### config.mk
export PLATFORM = sky130hd
export DESIGN_NAME = usb_sie_rx
export DESIGN_NICKNAME = d
export VERILOG_FILES = /design/src/rtl/usb_sie_rx.sv
export SDC_FILE = /design/constraint.sdc
export NUM_CORES = 1
export LEC_CHECK = 0
export CORE_MARGIN = 2
export CORE_UTILIZATION = 40
export DETAILED_ROUTE_END_ITERATION = 10
export PLACE_DENSITY = 0.67
export SYNTH_ARGS = -nofsm -noshare
export SYNTH_HDL_FRONTEND = slang
export SYNTH_SLANG_ARGS = --single-unit
### constraint.sdc
create_clock -name clk -period 2.95 [get_ports clk]
set_clock_uncertainty 0.15 [all_clocks]
set_input_delay 0.7375 -clock clk [delete_from_list [all_inputs] [get_ports clk]]
set_output_delay 0.7375 -clock clk [all_outputs]
set_load 0.1 [all_outputs]
### src/rtl/usb_sie_rx.sv
// USB full-speed SIE receiver: pin synchronizer, mid-bit clock recovery, NRZI decode,
// bit unstuffing and SYNC/EOP framing, delivering bytes on a UTMI-like interface.
module usb_sie_rx #(
  parameter int CLK_PER_BIT  = 4,
  parameter int STUFF_BITS_N = 6,
  parameter int SYNC_ZEROS_N = 3
) (
  input  logic       clk,
  input  logic       rst_n,
  input  logic       dp_rx,
  input  logic       dn_rx,
  input  logic       tx_active,
  output logic [7:0] rx_data,
  output logic       rx_valid,
  output logic       rx_active,
  output logic       rx_error
);

  localparam int PW = (CLK_PER_BIT > 1) ? $clog2(CLK_PER_BIT) : 1;
  localparam int OW = $clog2(STUFF_BITS_N + 1);
  localparam int ZW = $clog2(SYNC_ZEROS_N + 1);
  localparam logic [PW-1:0] PHASE_MAX = PW'(CLK_PER_BIT - 1);
  localparam logic [PW-1:0] PHASE_MID = PW'(CLK_PER_BIT / 2 - 1);
  localparam logic [OW-1:0] STUFF_CNT = OW'(STUFF_BITS_N);
  localparam logic [ZW-1:0] ZERO_MIN  = ZW'(SYNC_ZEROS_N);

  localparam logic [1:0] LS_SE0 = 2'b00;
  localparam logic [1:0] LS_J   = 2'b01;
  localparam logic [1:0] LS_K   = 2'b10;

  typedef enum logic [2:0] {
    RX_IDLE_S = 3'd0,
    RX_SYNC_S = 3'd1,
    RX_DATA_S = 3'd2,
    RX_EOP_S  = 3'd3,
    RX_ERR_S  = 3'd4
  } state_t;

  state_t          state_r;
  logic            dp_meta_r, dp_sync_r, dn_meta_r, dn_sync_r;
  logic [1:0]      line_s;
  logic [1:0]      line_prev_r;
  logic [PW-1:0]   phase_r;
  logic            sample_s;
  logic [1:0]      samp_s;
  logic            dbit_s;
  logic [1:0]      nrzi_prev_r;
  logic [OW-1:0]   ones_cnt_r;
  logic [ZW-1:0]   zero_cnt_r;
  logic [2:0]      bit_cnt_r;
  logic [6:0]      shift_r;
  logic            err_seen_r;
  logic            se0_seen_r;
  logic [2:0]      j_cnt_r;

  // Two-flop synchronizers; reset to the idle J level so no edge is seen at startup.
  always_ff @(posedge clk or negedge rst_n) begin
    if (!rst_n) begin
      dp_meta_r <= 1'b1;
      dp_sync_r <= 1'b1;
      dn_meta_r <= 1'b0;
      dn_sync_r <= 1'b0;
    end else begin
      dp_meta_r <= dp_rx;
      dp_sync_r <= dp_meta_r;
      dn_meta_r <= dn_rx;
      dn_sync_r <= dn_meta_r;
    end
  end

  // Map synchronized pins to a line state; SE1 folds into SE0.
  always_comb begin
    case ({dn_sync_r, dp_sync_r})
      2'b01:   line_s = LS_J;
      2'b10:   line_s = LS_K;
      default: line_s = LS_SE0;
    endcase
  end

  // Phase counter realigns on every line edge and free-runs across runs of equal states.
  always_ff @(posedge clk or negedge rst_n) begin
    if (!rst_n) begin
      line_prev_r <= LS_J;
      phase_r     <= '0;
    end else begin
      line_prev_r <= line_s;
      if (line_s != line_prev_r) begin
        phase_r <= '0;
      end else if (phase_r == PHASE_MAX) begin
        phase_r <= '0;
      end else begin
        phase_r <= phase_r + PW'(1);
      end
    end
  end

  assign sample_s = (phase_r == PHASE_MID);
  assign samp_s   = line_prev_r;
  assign dbit_s   = (samp_s == nrzi_prev_r);

  // Receive FSM with NRZI history, unstuffer, byte assembly and registered outputs.
  always_ff @(posedge clk or negedge rst_n) begin
    if (!rst_n) begin
      state_r     <= RX_IDLE_S;
      nrzi_prev_r <= LS_J;
      ones_cnt_r  <= '0;
      zero_cnt_r  <= '0;
      bit_cnt_r   <= 3'd0;
      shift_r     <= 7'd0;
      err_seen_r  <= 1'b0;
      se0_seen_r  <= 1'b0;
      j_cnt_r     <= 3'd0;
      rx_data     <= 8'd0;
      rx_valid    <= 1'b0;
      rx_active   <= 1'b0;
      rx_error    <= 1'b0;
    end else begin
      rx_valid <= 1'b0;
      rx_error <= 1'b0;
      if (sample_s) begin
        nrzi_prev_r <= samp_s;
      end
      if (tx_active) begin
        state_r   <= RX_IDLE_S;
        rx_active <= 1'b0;
      end else if (sample_s) begin
        case (state_r)
          RX_IDLE_S: begin
            // The J->K edge that opens SYNC is consumed here, not counted as a zero.
            if (samp_s == LS_K && nrzi_prev_r == LS_J) begin
              state_r    <= RX_SYNC_S;
              zero_cnt_r <= '0;
              ones_cnt_r <= '0;
            end
          end
          RX_SYNC_S: begin
            if (samp_s == LS_SE0) begin
              state_r <= RX_IDLE_S;
            end else if (!dbit_s) begin
              ones_cnt_r <= '0;
              if (zero_cnt_r != ZERO_MIN) begin
                zero_cnt_r <= zero_cnt_r + ZW'(1);
              end
            end else if (zero_cnt_r >= ZERO_MIN) begin
              state_r    <= RX_DATA_S;
              rx_active  <= 1'b1;
              bit_cnt_r  <= 3'd0;
              ones_cnt_r <= OW'(1);
              err_seen_r <= 1'b0;
            end else begin
              state_r <= RX_IDLE_S;
            end
          end
          RX_DATA_S: begin
            if (samp_s == LS_SE0) begin
              state_r <= RX_EOP_S;
              if (bit_cnt_r != 3'd0) begin
                rx_error   <= 1'b1;
                err_seen_r <= 1'b1;
              end
            end else if (ones_cnt_r == STUFF_CNT) begin
              if (dbit_s) begin
                rx_error   <= 1'b1;
                err_seen_r <= 1'b1;
                state_r    <= RX_ERR_S;
                se0_seen_r <= 1'b0;
                j_cnt_r    <= 3'd0;
              end else begin
                ones_cnt_r <= '0;
              end
            end else begin
              shift_r    <= {dbit_s, shift_r[6:1]};
              bit_cnt_r  <= bit_cnt_r + 3'd1;
              ones_cnt_r <= dbit_s ? ones_cnt_r + OW'(1) : '0;
              if (bit_cnt_r == 3'd7) begin
                rx_data  <= {dbit_s, shift_r};
                rx_valid <= 1'b1;
              end
            end
          end
          RX_EOP_S: begin
            if (samp_s == LS_J) begin
              state_r   <= RX_IDLE_S;
              rx_active <= 1'b0;
            end else if (samp_s == LS_K) begin
              rx_error   <= !err_seen_r;
              err_seen_r <= 1'b1;
              state_r    <= RX_ERR_S;
              se0_seen_r <= 1'b0;
              j_cnt_r    <= 3'd0;
            end
          end
          RX_ERR_S: begin
            if (samp_s == LS_SE0) begin
              se0_seen_r <= 1'b1;
              j_cnt_r    <= 3'd0;
            end else if (samp_s == LS_J) begin
              if (se0_seen_r || j_cnt_r == 3'd7) begin
                state_r   <= RX_IDLE_S;
                rx_active <= 1'b0;
              end else begin
                j_cnt_r <= j_cnt_r + 3'd1;
              end
            end else begin
              se0_seen_r <= 1'b0;
              j_cnt_r    <= 3'd0;
            end
          end
          default: begin
            state_r   <= RX_IDLE_S;
            rx_active <= 1'b0;
          end
        endcase
      end
    end
  end

endmodule
Fig. 1: run 1, floorplan with the power grid
Pins as bars on the die edge. Tap cells in gray.
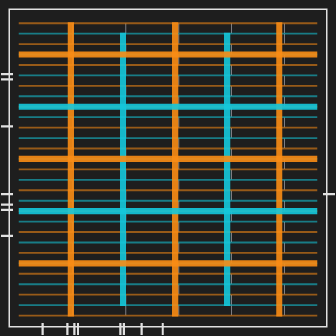
[cyan] VDD
[orange] VSS
signal pins: 16
met5 straps: 5
met1 rails: 29
rows: 28
met4 straps: 5
Worst IR Drop VDD: 0.388 mV
die span in y: 82.3 um
die width: 82.3 um
core area: 0.00592 mm^2

Fig. 2: run 1, placed cells, one color a class
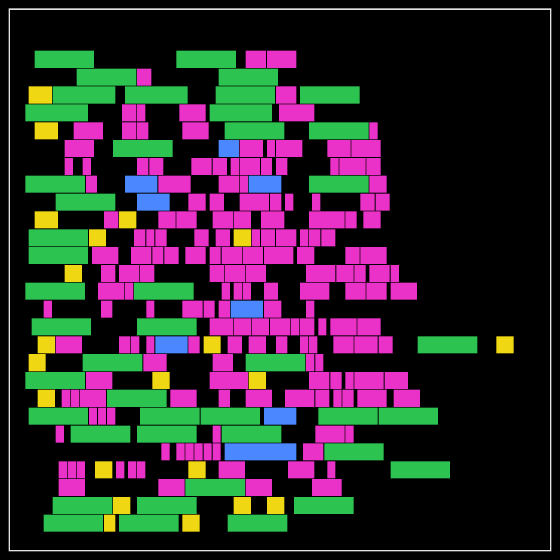
[blue] clock drivers and dummy loads | cells: 8
[magenta] remaining logic cells | cells: 178
[yellow] remaining buffers and delay cells | cells: 21
[green] sequential cells | cells: 44
post-route standard cell area excluding fillers: 0.00276 mm^2
final cell utilization of the core: 46.6%

==> flow_results.org, run 1 <==
* Implementation run

** Final layout
- Layout non-clock buf frac :: a little under 6%
- Across the whole layout, storage elements account for 0.00111 mm^2.
- Fill cells in the final layout number roughly 550.
- Total of clock buffers placed in the layout :: 6
- Number of signal-net buffers in the layout :: 21
- At the end of the flow, the number of nets in the layout was 265.
- Non-clock inverter count in the final layout :: 9
- Flip-flop count of the largest register, all copies and words added :: 8

** Clock tree
- Clock Pin Slew Worst Setup and Hold Paths :: 0.09 ns
- Gates resized during post-CTS repair numbered 0.
- The root buffer cell chosen for the clock tree is sky130_fd_sc_hd__clkbuf_8.
- Looking at the clock tree report, the maximum root-to-sink buffer count equals 2.
- CTS Hold Bufs :: 0
- Clock insertion delay at the later pin of the skew report :: 0.30 ns

** STA
- Endpoints failing hold in the final report were tallied at 0.
- Subtracting the final worst setup slack from the clock period gives 2.37 ns.
- Hold timing on the final database bottoms out at a slack of 0.192 ns.
- The worst-case max-slew headroom was logged as around 60%.
- Peak clock frequency supported by timing :: ~0.42 GHz
- Setup repair after global routing left no endpoint under its margin.

** Global route
- Remaining Overflow, GRT :: 0
- First-pass GRT wire length :: between 8000 and 9000 um

** Synth
- Share of synthesized registers carrying an async set or reset :: 100%
- For reference, the top cells by count after synthesis are sky130_fd_sc_hd__dfrtp_1 (40), sky130_fd_sc_hd__nand2_1 (31), sky130_fd_sc_hd__mux2_1 (12), sky130_fd_sc_hd__nor2_1 (12), sky130_fd_sc_hd__ha_1 (10).
- Yosys reports the multiplexer fraction of the synthesized area as 8.31%.
- Per the synthesis report, the dominant area consumer among library cells is sky130_fd_sc_hd__dfrtp_1.
- Xor/xnor share of the synthesized area :: 1.07%
- The most common cell in the synthesized netlist is sky130_fd_sc_hd__dfrtp_1.
- Area share of fa/ha/maj cells after synthesis :: approximately 5.1%
- Sequential cells were found to cover 45.1% of the synthesized design area.
- Simple-gate portion of the synthesized area :: 21.8%
- Compound-cell area share of the yosys netlist :: between 10% and 20%
- Most common reg cell :: sky130_fd_sc_hd__dfrtp_1

** Placed design
- Number of placed instances with taps included :: 318
- Once detailed placement completed, the half-perimeter wirelength came to approximately 3500 um.
- Routability congestion estimate from global placement :: 0.825

** Worst setup path
- Grouping stages by cell kind, the critical path spends the most delay in simple AND/OR/NAND/NOR gates.
- The worst register-to-register path ends at state_r[1]$_DFFE_PN0P_.
- Per STA, the highest per-stage delay on the worst path measures slightly above 0.4 ns.
- Data arrives at the worst endpoint at 2.40 ns.
- The critical path is of the in -> reg type.

** Route
- Detailed-route via count :: between 1500 and 2000
- The first TritonRoute pass finished after 5 iterations.

** Outcome
- Run status :: finished, final reports clean

** Floorplan
- Tapcells inserted :: between 70 and 80
Fig. 3: run 1, routed clock nets over the placement
Bar = 20 um.
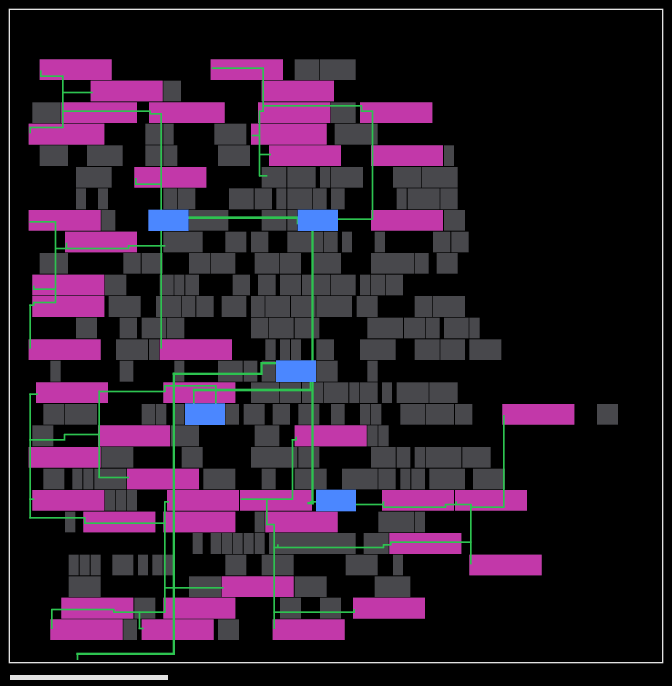
[blue] clock-net drivers | count: 5
[magenta] flip-flops | count: 44
[green] clock wires | length: 539 um
routed clock nets: 6
power in the clock group: 0.483 mW
power share of the clock group: 36.2%

-- run 1: routing by layer --
layer / global-route usage, % / wire length [um] / vias to the layer above
met2: 23.1 / 2170 / 44
met5: 0 / 0 / -
met3: 2.83 / 213 / 5
li1: - / - / 874
met4: 6.17 / 70 / 0
met1: 22.5 / 2340 / 874
-- run 1: power breakdown --
part | internal [mW] | switching, mW | total, mW
registers | 0.638 | 0.0473 | 0.685
logic | 0.0668 | 0.101 | 0.168
clock network | 0.277 | 0.206 | 0.483
total | 0.981 | 0.355 | 1.34
==> run 2, diff against run 1 <==
==> constraint.sdc (replaced) <==
create_clock -name clk -period 2.2 [get_ports clk]
set_clock_uncertainty 0.15 [all_clocks]
set_input_delay 0.55 -clock clk [delete_from_list [all_inputs] [get_ports clk]]
set_output_delay 0.55 -clock clk [all_outputs]
set_load 0.1 [all_outputs]
Fig. 4: run 2, wiring by layer
Bar = 20 um.
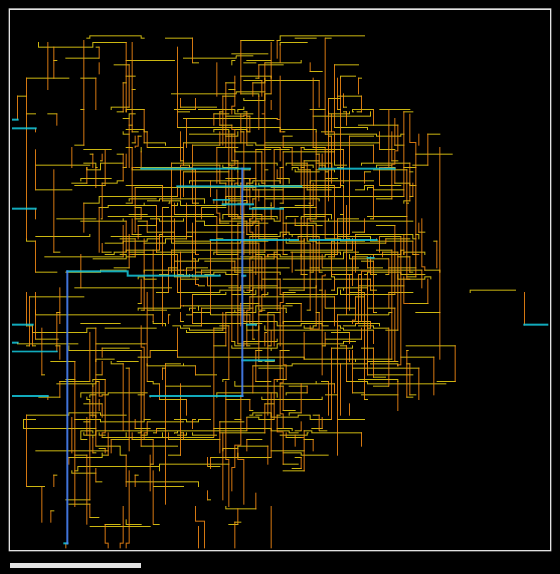
[blue] M4 | wire length: 76.2 um
[orange] M2 | wire length: 2280 um
[yellow] M1 | wire length: 2580 um
[cyan] M3 | wire length: 155 um
routed wire length per instance: 14.3 um
total track usage: 17.2%
detailed-route via count: 1914

Fig. 5: run 2, routed clock nets over the placement
Bar = 20 um.
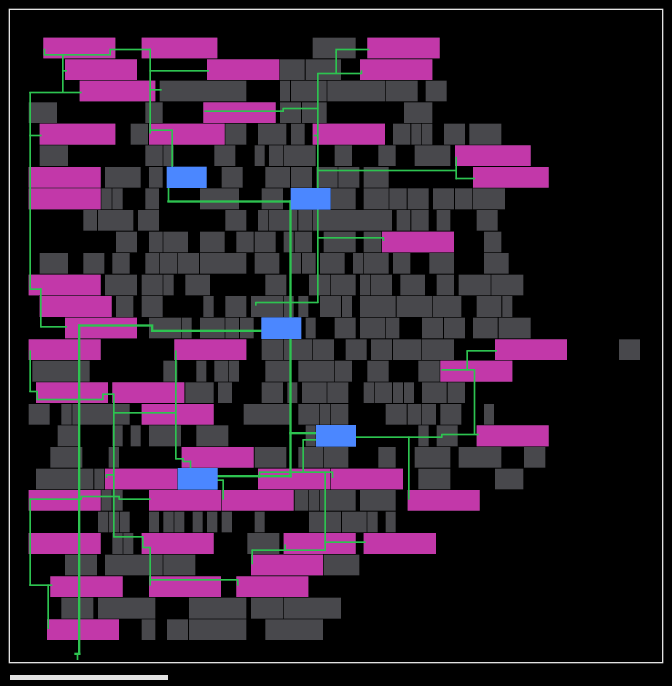
[blue] clock-net drivers | count: 5
[green] clock wires | length: 549 um
[magenta] flip-flops | count: 44
routed clock nets: 6
flops lie: widely spread

==> flow_results.org, run 2 <==
* Implementation run

** Global route
- Global routing consumed, on the met3 layer, approximately 2.7% of the routing resources.
- For met2 alone, demand over resource in global routing was 25.6%.
- Remaining Overflow, GRT :: 0
- For this run, global-route usage on met1 was measured as around a quarter.
- Busiest layer in global routing :: met2
- The first global-routing pass estimated 8930 um of wire.

** Worst setup path
- The worst register-to-register path has a setup slack of 0.06 ns.
- By startpoint and endpoint, the worst setup path is classified as reg -> reg.
- STA classifies the critical path startpoint as a flop.
- Endpoint of the worst-slack reg-to-reg timing path :: zero_cnt_r[0]$_DFFE_PN0P_
- Cell breakdown of the critical path :: nand2b_1, buf_4, or3_4, a2111oi_4, mux2_1
- Arr. time, crit path :: 2.18 ns

** Final layout
- Layout non-clock buf frac :: 16.2%
- Non-clock inverter count in the final layout :: 9
- Fill cell count :: 521
- Register area :: 0.00111 mm^2
- Flip-flop count of the largest register, all copies and words added :: 8
- Number of signal-net buffers in the layout :: 50

** Power
- Combinational power for this build is 0.309 mW.
- Net switching power figure :: 0.529 mW
- Power Sequential :: 0.911 mW
- Cell internal power was estimated by the tool at around 1.4 mW.
- The flow reports power dissipated in the clock network as 0.662 mW.
- In this run the VDD rail shows a maximum IR drop of 0.533 mV.
- Total power normalized to cell area comes to 599 mW/mm^2.
- Switching portion of total power :: 28.1%
- In this run, the clock network consumes 35.2% of the power.
- Per report_power, the combinational group accounts for 16.4% of the total.
- Heaviest power group :: registers
- Registers are responsible for 48.4% of the overall power.

** Route
- After detailed routing, the wire length on met1 is 2580 um.
- Per the detail_route log, met2 wirelength is around 2300 um.
- Uppermost routed layer :: met4
- Detailed-routed wire length on met3 :: about 150 um
- First drt pass iteration count :: 4

** STA
- Worst hold slack :: around 0.15 ns
- Endpoints failing hold in the final report were tallied at 0.
- Time the worst path needs with I/O delays and setup :: 2.14 ns
- Checking max transition, the worst relative margin is between 60% and 70%.
- Setup repair after global routing could not meet its margin everywhere.

** Clock tree
- The later pin in the worst-skew pair is clocked with a latency of about 0.3 ns.
- Clock Pin Slew Worst Setup and Hold Paths :: 0.09 ns
- Bufs on Longest Clock Path :: 2
- CTS Hold Bufs :: 0
- The tree is rooted in a sky130_fd_sc_hd__clkbuf_8.
- Once the clock tree was built, the resizer swapped 2 gates to a different size.

** Placed design
- Number of placed instances with taps included :: 346
- The placement report lists the number of port buffers as 15.
- The final weighted congestion recorded by global placement is ~0.86.
- Sum of net half-perimeters after detailed placement :: between 3000 and 4000 um

** Floorplan
- Core area :: 0.00592 mm^2
- Per the OpenROAD floorplan log, the height of the die is about 82 um.
- According to the floorplan report, the die width is 82.3 um.
- The flow inserted 75 tap cells.

** Synth
- Most common reg cell :: sky130_fd_sc_hd__dfrtp_1
- Per Yosys stat, the portion of area used by sequential elements is 45.1%.
- Per the synth stats, the proportion of register bits with asynchronous set or reset is 100%.
- Most area-hungry cell type in the Yosys netlist :: sky130_fd_sc_hd__dfrtp_1

** Outcome
- The run finished with clean final reports.
Fig. 6: run 2, placed cells, one color a class
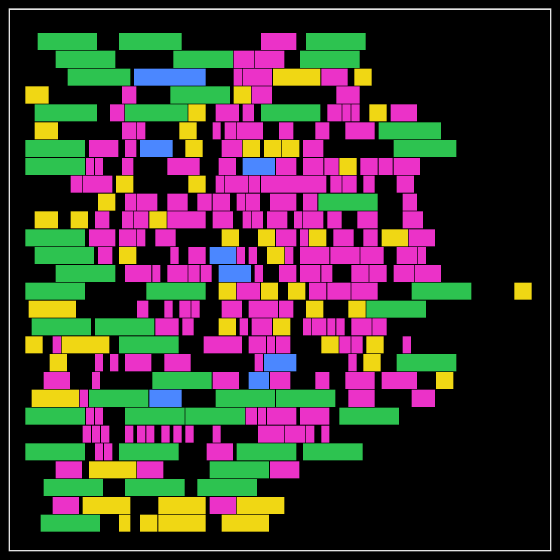
[green] sequential cells | cells: 44
[blue] clock drivers and dummy loads | cells: 8
[magenta] remaining logic cells | cells: 178
[yellow] remaining buffers and delay cells | cells: 50
row cnt: 28
post-route standard cell area excluding fillers: 0.00314 mm^2
final cell utilization of the core: 53.1%
Seq/total area: 35.3%

run 2: cell count changes in the layout (fill, tap and decap cells not counted), moves of 2 or more:
cell                      before  now
sky130_fd_sc_hd__dfrtp_1      40   38
sky130_fd_sc_hd__buf_12        0   10
sky130_fd_sc_hd__buf_4        17   35
sky130_fd_sc_hd__dfrtp_2       0    2
run 2: logic make-up after synthesis:
family                     after synthesis  synth area share, %
DFF                                     44                 45.1
xor gates and xnor gates                 3                 1.07
and+or+nand+nor                         92                 21.8
muxes                                   18                 8.31
AOI/OAI and AO/OA                       46                 14.4
buffers and inverters                   21                 4.28
adders and majority gates               10                 5.10
run 2: worst max-delay path, delay by kind of cell, from the launching register on:
kind            cells  cell delay [ns]
flops               1             0.43
buf+inv             1             0.15
simple gates        2             0.54
compound gates      1             0.41
mux                 1             0.35
==> run 3, diff against run 2 <==
--- a/config.mk
+++ b/config.mk
@@ -7,8 +7,11 @@
 export LEC_CHECK = 0
 export CORE_MARGIN = 2
 export CORE_UTILIZATION = 40
+export CTS_CLUSTER_SIZE = 30
 export DETAILED_ROUTE_END_ITERATION = 10
+export MAX_ROUTING_LAYER = met4
 export PLACE_DENSITY = 0.67
+export REMOVE_ABC_BUFFERS = 1
 export SYNTH_ARGS = -nofsm -noshare
 export SYNTH_HDL_FRONTEND = slang
 export SYNTH_SLANG_ARGS = --single-unit
Fig. 7: run 3, wiring by layer
Bar = 20 um.
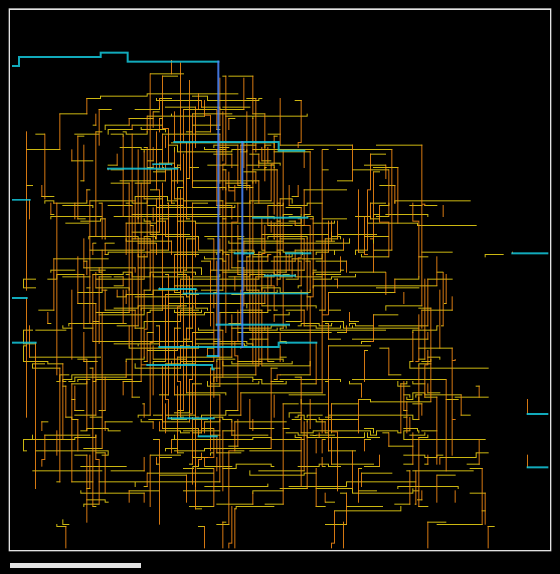
[orange] M2 | wire length: 2620 um
[cyan] M3 | wire length: 190 um
[yellow] M1 | wire length: 2490 um
[blue] M4 | wire length: 76.2 um
detailed-route via count: 1899
routed wire length per instance: 14.9 um

Fig. 8: run 3, routed clock nets over the placement
Bar = 20 um.
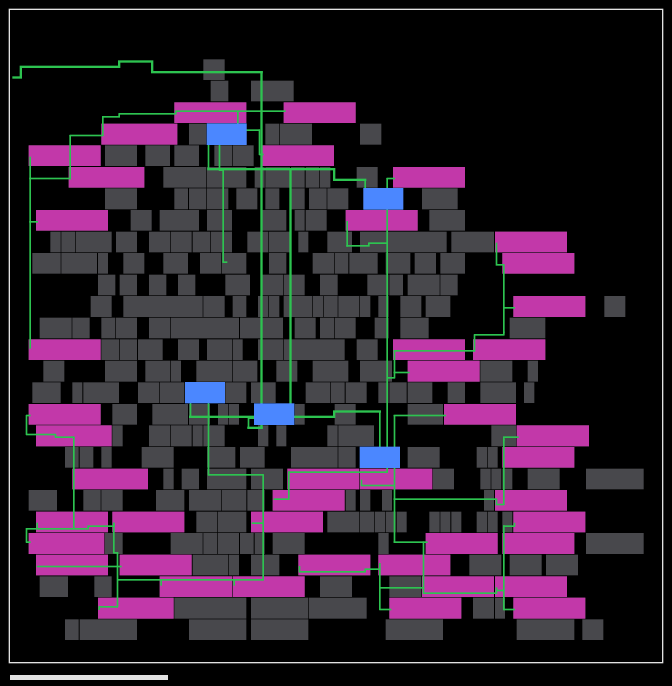
[magenta] flip-flops | count: 44
[blue] clock-net drivers | count: 5
[green] clock wires | length: 598 um
flops lie: widely spread
routed clock nets: 6
clock insertion delay at the later pin of the skew report: 0.31 ns
power in the clock group: 0.661 mW
power share of the clock group: 34.5%

==> flow_results.org, run 3 <==
* Implementation run

** Floorplan
- The floorplan has 28 rows.
- Pin placement for this block handled 16 I/O pins.
- Once the floorplan was initialized, standard cells occupied slightly above 40% of the core.
- Die width :: 82.3 um
- The vertical die dimension reported for this design is slightly above 80 um.
- Core area :: 0.00592 mm^2

** Power
- Overall power :: 1.92 mW
- Heaviest power group :: registers
- Power Sequential :: 0.913 mW
- Net switching is a little over a quarter of the power.
- Sequential cell fraction of total power :: a little under half
- In this run the power density over the cells is 594 mW/mm^2.
- Power in combinational cells :: 0.344 mW
- Combinational logic burns roughly 18% of the power.
- Summed over all nets, the switching power comes to 0.521 mW.
- Design internal power :: 1.40 mW
- Worst IR Drop VDD :: ~0.46 mV

** Worst setup path
- The timing report notes that buffer and inverter cells on the critical path total 2.
- Endpoint of the worst-slack reg-to-reg timing path :: j_cnt_r[0]$_DFFE_PN0P_
- Cell family with most CP delay :: simple AND/OR/NAND/NOR gates
- The timing report gives the biggest stage delay along the critical path as 0.44 ns.
- The OpenROAD report gives the critical path a data arrival time of 2.20 ns.
- Element type at the critical path start :: flop
- Critical path class :: reg -> reg
- Per STA, the worst path is made up of clkbuf_4, buf_4, o211ai_1, nor4_2, a21oi_1, or3_4, mux2_4.
- Cell depth of the worst setup path :: 7
- Internal reg-to-reg setup slack :: 0.04 ns

** Route
- In the per-layer breakdown of the detailed-route log, met1 shows 2490 um.
- Starting DRC count in detailed routing :: 120
- Wire segments on met2 add up to 2620 um in the final route.
- After detailed routing, the total wire length is about 5400 um.
- Uppermost routed layer :: met4
- The routed design uses 190 um of met3 wire.
- The first detailed-routing pass ran for 4 iterations.

** Synth
- For reference, XOR and XNOR gates occupy 1.07% of the area reported after synthesis.
- sky130_fd_sc_hd__dfrtp_1 takes more of the synthesized area than any other cell.
- Simple-gate portion of the synthesized area :: 21.8%
- Yosys shows that the main logic family after synthesis is simple AND/OR/NAND/NOR gates.
- Share of synthesized registers carrying an async set or reset :: 100%
- Measured against the total synthesized area, the mux share comes to 8.31%.
- Area share of fa/ha/maj cells after synthesis :: under 10%
- Synth top cell by count :: sky130_fd_sc_hd__dfrtp_1
- Among all flip-flop cells after synthesis, the most frequent one is sky130_fd_sc_hd__dfrtp_1.
- Cell types with the highest counts after synthesis :: sky130_fd_sc_hd__dfrtp_1 (40), sky130_fd_sc_hd__nand2_1 (31), sky130_fd_sc_hd__mux2_1 (12), sky130_fd_sc_hd__nor2_1 (12), sky130_fd_sc_hd__ha_1 (10)
- Compound-cell area share of the yosys netlist :: 14.4%
- The share of the Yosys chip area taken by registers is 45.1%.
- Average cell area after synthesis :: roughly 10 um^2

** Global route
- Met3 Resource Use GR :: 3.91%
- The first global-routing pass estimated 9070 um of wire.
- Total track usage :: 18.6%
- For met1 alone, demand over resource in global routing was between 20% and 30%.
- The layer flagged by global routing as most heavily used is met2.
- Global routing used a little under 30% of the available met2 tracks.
- After global routing the overflow that remains totals 0.

** Placed design
- For this run the detailed placement stage logged an HPWL of between 3000 and 4000 um.
- Number of placed instances with taps included :: roughly 340
- Pre-CTS setup slack :: -0.154 ns
- Routability congestion estimate from global placement :: 0.921
- The buffer_ports step reported a buffer count of 15.

** Final layout
- Between the synthesized netlist and the finished layout, the area growth was recorded as 31.7%.
- Number of nets in the finished design :: 300
- The final layout report lists a filler cell count of between 500 and 600.
- Flip-flop count of the largest register, all copies and words added :: 8
- In the final layout, the registers with the most flip-flops are rx_data (8), shift_r (7).
- In the final layout, the share of cells above drive strength 1 is 32.5%.
- Counting flops per register, the top entry is rx_data.

** STA
- Peak clock frequency supported by timing :: about 0.46 GHz
- Setup repair after global routing could not meet its margin everywhere.
- In the final report, the number of hold violations comes to 0.
- Max transition margin :: about two thirds
- From the final report, the count of setup violators was given as 0.
- The final timing report derives a shortest allowable period of approximately 2.2 ns.
- At the pin with the least slew margin, the transition time is 0.466 ns.
- Crit share post-route :: 98.2%
- Worst hold slack :: 0.0473 ns

** Clock tree
- Root cell of the clock tree :: sky130_fd_sc_hd__clkbuf_8
- Bufs on Longest Clock Path :: 2
- Per the post-CTS timing run, clock transition at the registers of the reported paths is 0.09 ns.

** Outcome
- The flow ran to the end, and the final reports show no timing, DRC or antenna violations.

** Flow run
- Number of maximum-capacitance constraint violations :: 0
- Number of warnings in the stage logs :: 29
Fig. 9: run 3, placed cells, one color a class
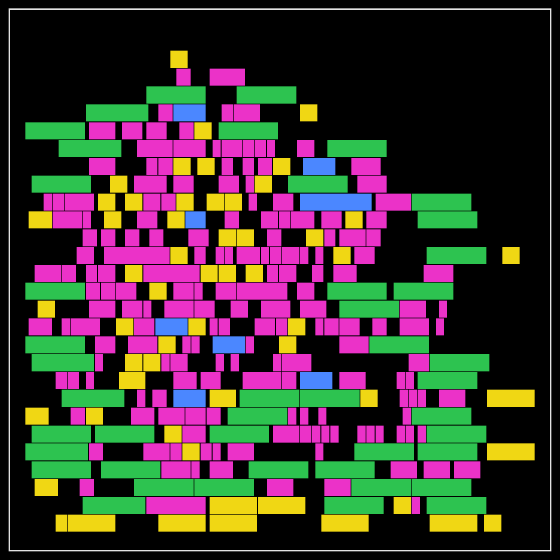
[blue] clock drivers and dummy loads | cells: 8
[magenta] remaining logic cells | cells: 178
[green] sequential cells | cells: 44
[yellow] remaining buffers and delay cells | cells: 56
final cell utilization of the core: 54.6%
post-route standard cell area excluding fillers: 0.00323 mm^2
Seq/total area: 34.3%

run 3: cell counts after synthesis:
Identical to the previous run, type by type.
run 3: final cells by class:
class | count | area [um^2] | area share (%)
Timing Repair Buffer | 56 | 546 | 16.9
Sequential cell | 44 | 1110 | 34.3
Inverter | 9 | 33.8 | 1.05
Clock inverter | 2 | 38.8 | 1.20
Clock buffer | 6 | 82.6 | 2.56
Multi-Input combinational cell | 169 | 1330 | 41.1
Tap cell | 75 | 93.8 | 2.90
run 3: what timing repair did:
action	CTS	global route
setup endpoints to repair	3	13
pin swaps	1	2
gates resized	4	19
setup buffers	4	5
hold buffers	0	0
Power and IR drop assume default switching activity.
